**src/rtl/player_countdown_timer_pkg.sv**
```systemverilog
// ---------------------------------------------------------------------------
// chess_timer_pkg
// Shared types and constants for the per-player chess clock.
//   bcd_t            : one BCD digit (4 bits)
//   SEG_0 .. SEG_9   : active-low seven-segment patterns, bit0=a ... bit6=g
//   SEG_BLANK        : all segments off
//   MAX_MINS/MAX_TENS: largest legal minutes / tens-of-seconds digit
// ---------------------------------------------------------------------------
package chess_timer_pkg;

    typedef logic [3:0] bcd_t;

    localparam logic [6:0] SEG_0     = 7'b1000000;
    localparam logic [6:0] SEG_1     = 7'b1111001;
    localparam logic [6:0] SEG_2     = 7'b0100100;
    localparam logic [6:0] SEG_3     = 7'b0110000;
    localparam logic [6:0] SEG_4     = 7'b0011001;
    localparam logic [6:0] SEG_5     = 7'b0010010;
    localparam logic [6:0] SEG_6     = 7'b0000010;
    localparam logic [6:0] SEG_7     = 7'b1111000;
    localparam logic [6:0] SEG_8     = 7'b0000000;
    localparam logic [6:0] SEG_9     = 7'b0010000;
    localparam logic [6:0] SEG_BLANK = 7'b1111111;

    localparam bcd_t       MAX_MINS  = 4'd9;
    localparam logic [2:0] MAX_TENS  = 3'd5;

endpackage

```
**src/rtl/seg7_decoder.sv**
```systemverilog
// ---------------------------------------------------------------------------
// seg7_decoder
// Combinational BCD to active-low seven-segment decoder.
//   digit_i : BCD digit (codes 10-15 decode to blank)
//   seg_o   : active-low segments, bit0=a ... bit6=g
// ---------------------------------------------------------------------------
module seg7_decoder
    import chess_timer_pkg::*;
(
    input  bcd_t       digit_i,
    output logic [6:0] seg_o
);

    // Digit lookup; out-of-range codes blank the digit.
    always_comb begin
        seg_o = SEG_BLANK;
        case (digit_i)
            4'd0:    seg_o = SEG_0;
            4'd1:    seg_o = SEG_1;
            4'd2:    seg_o = SEG_2;
            4'd3:    seg_o = SEG_3;
            4'd4:    seg_o = SEG_4;
            4'd5:    seg_o = SEG_5;
            4'd6:    seg_o = SEG_6;
            4'd7:    seg_o = SEG_7;
            4'd8:    seg_o = SEG_8;
            4'd9:    seg_o = SEG_9;
            default: seg_o = SEG_BLANK;
        endcase
    end

endmodule

```
**src/rtl/player_countdown_timer.sv**
```systemverilog
// ---------------------------------------------------------------------------
// player_countdown_timer
// One player's chess clock: counts M:SS down from START_MINS:00 while flag is
// high, shows it on three active-low seven-segment digits and raises a sticky
// Timeout when 0:00 is reached.
//
// Parameters:
//   CLOCK_FREQ : clock cycles per second (>= 2)
//   START_MINS : minutes loaded at reset (1..9)
//   INC_SECS   : Fischer increment in seconds (0..59), increment build only
//
// Ports:
//   clock       in   system clock
//   reset       in   synchronous active-high reset
//   flag        in   run enable for this player
//   SegMins     out  minutes digit, active-low
//   SegSecTens  out  tens-of-seconds digit, active-low
//   SegSecUnits out  units-of-seconds digit, active-low
//   Timeout     out  sticky, high once the time reaches 0:00
//
// Build option: define TIMER_INCREMENT_EN to add INC_SECS (saturating at
// 9:59) whenever flag falls while the clock has not timed out.
// ---------------------------------------------------------------------------
module player_countdown_timer
    import chess_timer_pkg::*;
#(
    parameter int CLOCK_FREQ = 50_000_000,
    parameter int START_MINS = 5,
    parameter int INC_SECS   = 2
) (
    input  logic       clock,
    input  logic       reset,
    input  logic       flag,
    output logic [6:0] SegMins,
    output logic [6:0] SegSecTens,
    output logic [6:0] SegSecUnits,
    output logic       Timeout
);

    localparam int             PW         = $clog2(CLOCK_FREQ);
    localparam logic [PW-1:0]  PRESC_LAST = PW'(CLOCK_FREQ - 1);
    localparam bcd_t           START_BCD  = 4'(START_MINS);

    bcd_t          mins_q,  mins_d;
    logic [2:0]    tens_q,  tens_d;
    bcd_t          units_q, units_d;
    logic [PW-1:0] presc_q, presc_d;
    logic          timeout_q, timeout_d;

    logic          run_s;
    logic          tick_s;
    logic          fall_s;

    bcd_t          dec_mins_s;
    logic [2:0]    dec_tens_s;
    bcd_t          dec_units_s;
    logic          dec_zero_s;

    bcd_t          inc_mins_s;
    logic [2:0]    inc_tens_s;
    bcd_t          inc_units_s;

    // Prescaler: advances only while running so a pause keeps the partial second.
    always_comb begin
        run_s   = flag & ~timeout_q;
        tick_s  = 1'b0;
        presc_d = presc_q;
        if (run_s) begin
            if (presc_q == PRESC_LAST) begin
                tick_s  = 1'b1;
                presc_d = '0;
            end else begin
                presc_d = presc_q + PW'(1);
            end
        end else begin
            presc_d = presc_q;
        end
    end

    // One-second BCD decrement with borrow from units to tens to minutes.
    always_comb begin
        dec_mins_s  = mins_q;
        dec_tens_s  = tens_q;
        dec_units_s = units_q;
        if (units_q != 4'd0) begin
            dec_units_s = units_q - 4'd1;
        end else begin
            dec_units_s = 4'd9;
            if (tens_q != 3'd0) begin
                dec_tens_s = tens_q - 3'd1;
            end else begin
                dec_tens_s = MAX_TENS;
                dec_mins_s = mins_q - 4'd1;
            end
        end
        dec_zero_s = (dec_mins_s == 4'd0) && (dec_tens_s == 3'd0) && (dec_units_s == 4'd0);
    end

`ifdef TIMER_INCREMENT_EN
    localparam int INC_U = INC_SECS % 10;
    localparam int INC_T = INC_SECS / 10;

    logic       flag_q;
    logic [4:0] u_sum_s;
    logic [3:0] t_sum_s;
    logic [4:0] m_sum_s;
    logic       carry_u_s;
    logic       carry_t_s;

    // Falling edge of flag marks the end of this player's turn.
    always_comb begin
        fall_s = flag_q & ~flag & ~timeout_q;
    end

    // BCD add of INC_SECS; anything past 9:59 clamps to 9:59.
    always_comb begin
        u_sum_s   = {1'b0, units_q} + 5'(INC_U);
        carry_u_s = 1'b0;
        carry_t_s = 1'b0;
        if (u_sum_s >= 5'd10) begin
            inc_units_s = 4'(u_sum_s - 5'd10);
            carry_u_s   = 1'b1;
        end else begin
            inc_units_s = u_sum_s[3:0];
        end
        t_sum_s = {1'b0, tens_q} + 4'(INC_T) + {3'b000, carry_u_s};
        if (t_sum_s >= 4'd6) begin
            inc_tens_s = 3'(t_sum_s - 4'd6);
            carry_t_s  = 1'b1;
        end else begin
            inc_tens_s = t_sum_s[2:0];
        end
        m_sum_s = {1'b0, mins_q} + {4'b0000, carry_t_s};
        if (m_sum_s > {1'b0, MAX_MINS}) begin
            inc_mins_s  = MAX_MINS;
            inc_tens_s  = MAX_TENS;
            inc_units_s = 4'd9;
        end else begin
            inc_mins_s  = m_sum_s[3:0];
        end
    end

    // Previous flag value for edge detection.
    always_ff @(posedge clock) begin
        if (reset) begin
            flag_q <= 1'b0;
        end else begin
            flag_q <= flag;
        end
    end
`else
    // Without the increment feature the time only ever counts down.
    always_comb begin
        fall_s      = 1'b0;
        inc_mins_s  = mins_q;
        inc_tens_s  = tens_q;
        inc_units_s = units_q;
    end
`endif

    // Next time/timeout selection; after timeout everything freezes.
    always_comb begin
        mins_d    = mins_q;
        tens_d    = tens_q;
        units_d   = units_q;
        timeout_d = timeout_q;
        if (timeout_q) begin
            timeout_d = 1'b1;
        end else if (tick_s) begin
            mins_d    = dec_mins_s;
            tens_d    = dec_tens_s;
            units_d   = dec_units_s;
            timeout_d = dec_zero_s;
        end else if (fall_s) begin
            mins_d    = inc_mins_s;
            tens_d    = inc_tens_s;
            units_d   = inc_units_s;
        end else begin
            timeout_d = 1'b0;
        end
    end

    // State registers with synchronous reset.
    always_ff @(posedge clock) begin
        if (reset) begin
            mins_q    <= START_BCD;
            tens_q    <= 3'd0;
            units_q   <= 4'd0;
            presc_q   <= '0;
            timeout_q <= 1'b0;
        end else begin
            mins_q    <= mins_d;
            tens_q    <= tens_d;
            units_q   <= units_d;
            presc_q   <= presc_d;
            timeout_q <= timeout_d;
        end
    end

    seg7_decoder u_dec_mins (
        .digit_i (mins_q),
        .seg_o   (SegMins)
    );

    seg7_decoder u_dec_tens (
        .digit_i ({1'b0, tens_q}),
        .seg_o   (SegSecTens)
    );

    seg7_decoder u_dec_units (
        .digit_i (units_q),
        .seg_o   (SegSecUnits)
    );

    assign Timeout = timeout_q;

endmodule

```
**config.mk**
```make
export PLATFORM = sky130hd
export DESIGN_NAME = player_countdown_timer
export DESIGN_NICKNAME = d
export VERILOG_FILES = /design/src/rtl/player_countdown_timer_pkg.sv /design/src/rtl/seg7_decoder.sv /design/src/rtl/player_countdown_timer.sv
export SDC_FILE = /design/constraint.sdc
export NUM_CORES = 1
export LEC_CHECK = 0
export CAP_MARGIN = 20
export CORE_ASPECT_RATIO = 1.5
export CORE_UTILIZATION = 45
export CTS_CLUSTER_DIAMETER = 100
export DETAILED_ROUTE_END_ITERATION = 8
export PLACE_DENSITY = 0.67
export SLEW_MARGIN = 5
export SYNTH_ARGS = -nofsm -noshare
export SYNTH_HDL_FRONTEND = slang
export SYNTH_SLANG_ARGS = --single-unit
```
**constraint.sdc**
```tcl
create_clock -name clock -period 2.2 [get_ports clock]
set_input_delay 0.44 -clock clock [delete_from_list [all_inputs] [get_ports clock]]
set_output_delay 0.44 -clock clock [all_outputs]
set_load 0.01 [all_outputs]
```
==> reports/summary.txt <==
Max Cap Viol: 0
leakage: 1.719 nW
Power Clock: 0.820 mW
clk_skew: 0.01185 ns
failing checks: negative setup slack
Late-Pin Clk Latency: 0.35 ns
# Taps: 76
DP Wirelength: 4.816 mm
DRT met1 WL: 2.495 mm
clock slew at reported path FFs: 0.07 ns
flop share of the area: 0.2834
final hold violations: 0
P_seq: 1.08 mW
Yosys warnings: 0
Max transition margin: 0.7187
total power: 1.953 mW
CTS tree: done
f_max: 443.9 MHz
Flops: 59
logic share of the area: 0.4368
Crit-path slowest cell: nor4b_4
clk cell area share: 0.03814
CP Cell Sequence: nor4b_4 > nand4_4 > buf_6 > nor3_4 > nor2_1 > a211o_1 > ha_1 > o31ai_2
mi-comb count: 229
Crit. path cell count: 8
Antenna diodes: 0
grt met1 use: 0.2079
Chip Area: 0.006985 mm²
sequential share of power: 0.551
Switching Share: 0.2332
worst slew pin tran: 0.4210 ns
Top cells excl fill/tap: buf_4, dfxtp_1, nor2_1
critical-path maximum fanout: 5
CP endpoint kind: register
cells in synth_stat.txt: 311
CLK BUF: 10
cells after synthesis: 311
Die H: 101.9 µm
Gate power share: 0.029
worst r2r src: presc_q[9]
root buf cell: clkbuf_8
min cycle time layout: 2.253 ns
Synth Cell Area: 0.002992 mm²
CP max stage delay: 0.37 ns
first-pass GRT wire length: 10.59 mm
Detailed Route WL: 6.473 mm
worst slack, placed: -0.5356 ns
Mapped Nets: 332
min setup slack post-route: -0.05287 ns
worst hold start: presc_q[22]
clk sink count: 59
logic area: 0.001834 mm²
largest net degree at the start of global routing: 26
CP Data Arrival Time: 2.52 ns
Post-synth seq share: 0.3948
M2 GR Usage: 0.3688
maximum vdd ir drop: 385.2 µV
P_comb: 0.0561 mW
Synthesized registers: 59
worst r2r dst: u_dec_tens.seg_o[3]
met2 routed WL: 3.647 mm
via count: 2513
Layout Cells excl Fill: 494
Fin Hold WS: 0.5216 ns
Cell Pwr Density: 465.0 mW/mm²
Critical Path Sink: u_dec_tens.seg_o[3]
iteration tally of the first detailed-router pass: 4
PortBufs: 24
FF+latch area: 0.001190 mm²
Startpoint Class: register
count of tool warnings: 39
Synth cell types: 56
Max power group: registers
share of layout cells above drive strength 1: 0.3373
Vias per Instance: 5.087
Core Rows: 36
chip area in the Yosys report: 0.002992 mm²
Syn Area/Cell: 9.619 µm²
period utilisation layout: 1.024
met3 routed WL: 152 µm
gr busiest metal: met2
most frequent logic cell in the layout: buf_4
Critical path origin: presc_q[9]
Top FF cell, synth: dfxtp_1
CP bufs+invs: 1
area of the core: 0.006441 mm²
Setup CP Type: register to register
M3 GR Usage: 0.05357
number of H-tree levels: 3
Non-Clock Inverter Count: 17
floorplan utilization: 0.4645
CTS Buf Count: 9
initial drt markers: 98
Area after DPL: 0.003804 mm²
worst hold path type: register to register
Remaining DRCs: 0
Global Route Usage Sum: 0.2060
Finish-stage setup viols: 14
initial antenna violation count: 0
RSZ-0062 raised after global routing: true
Max Buffers Root-to-Sink: 2
Hold Path End: presc_q[22]
max-slew violations: 0
Signal buffers: 97
Top-Level Pins: 25
post-DR wirelength/cell: 13.10 µm
Net Sw Power: 0.4553 mW
largest class: combinational gates
Antenna Nets Post-Route: 0
# placed instances: 468
Data buffer area share: 0.2020
Hold Buf Count CTS: 0
Largest delay share family, worst path: simple AND/OR/NAND/NOR gates
status: finished, violations left
WP data required: 2.46 ns
post-route cell area: 0.004199 mm²
r2r setup slk: -0.05 ns
grt ovf: 0
setup TNS: -0.3839 ns
Internal: 1.497 mW
path depth of the worst reg2reg path: 8
number of synthesized flops with an enable pin: 0
gpl congestion: 0.7875
asr flop ratio synth: 0
clock power share: 0.420
synthesis-to-layout area growth: 40.36%
# nets final: 434
Die W: 68.58 µm
-- sequential cells by signal, indices dropped and copies added (netlist names) --
name and flops:
inc_mins_s 4, presc_q 26, u_dec_tens.seg_o 7, inc_units_s 4, u_dec_units.seg_o 7, u_dec_mins.seg_o 7, inc_tens_s 3, Timeout 1
-- logic make-up (layout without fill, tap and decap cells) --
kind of cell,count (synthesis),after routing,share of synthesized area
AOI/OAI and AO/OA,30,30,0.08323
xor gates and xnor gates,28,28,0.08198
adders and majority gates,18,18,0.07528
buffers and inverters,23,130,0.03471
DFF,59,59,0.3948
muxes,14,14,0.05604
and+or+nand+nor,139,139,0.2740
-- cell usage after synthesis, types with 2 or more instances --
cell type / n / area (µm²)
dfxtp_1: 59 / 1181
mux2_4: 5 / 75.07
mux2_2: 2 / 22.52
o21bai_1: 2 / 15.01
ha_1: 18 / 225.2
mux2i_1: 7 / 70.07
inv_4: 2 / 12.51
o21ai_0: 3 / 15.01
xor2_1: 9 / 78.83
nor4b_4: 2 / 47.55
nand3_1: 11 / 55.05
inv_2: 2 / 7.510
nand4_1: 6 / 37.54
a31oi_1: 3 / 18.77
a21oi_1: 4 / 20.02
nor3b_1: 2 / 15.01
o31ai_1: 3 / 22.52
nand2b_1: 3 / 18.77
and3_1: 3 / 18.77
nand2_1: 19 / 71.32
buf_4: 3 / 22.52
nor2_1: 47 / 176.4
and2_1: 3 / 18.77
clkbuf_1: 2 / 7.510
and4_1: 9 / 78.83
nand4_4: 2 / 42.54
xnor2_1: 19 / 166.4
nor3_2: 2 / 20.02
nor2_4: 2 / 22.52
inv_1: 13 / 48.80
nor3_1: 7 / 35.03
a2bb2oi_1: 4 / 35.03
nor2b_1: 10 / 62.56
-- what timing repair did --
item,in CTS,in global routing
buffers inserted,4,6
endpoints found under the setup margin,13,20
pin swaps,11,14
resized,15,20
==> images/util_map.png <==
7 x 10 tiles, from black (low) to pale yellow (high), 0 to 100% covered.
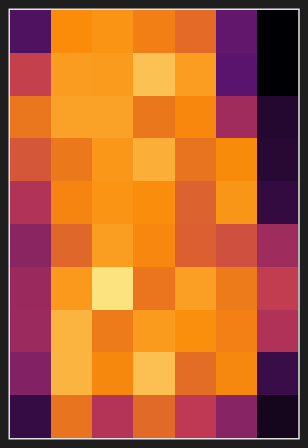
mean over tiles: 59%
fullest tile: 94%
emptiest ninth of the die: north-east
tiles over 75% full: 31%

==> images/ff_map.png <==
Bar = 20 µm. Other sequential cells in the stronger gray, the rest of the logic in the fainter gray.
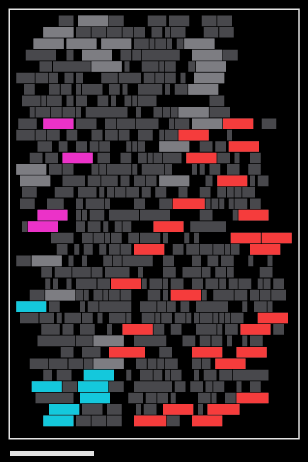
[`inc_units_s`] magenta | flops: 4 | where: west
[`u_dec_tens.seg_o`] cyan | flops: 7 | where: south-west
[`presc_q`] red | flops: 26

Power figures rest on the tool's default switching activity, not on a simulated workload.
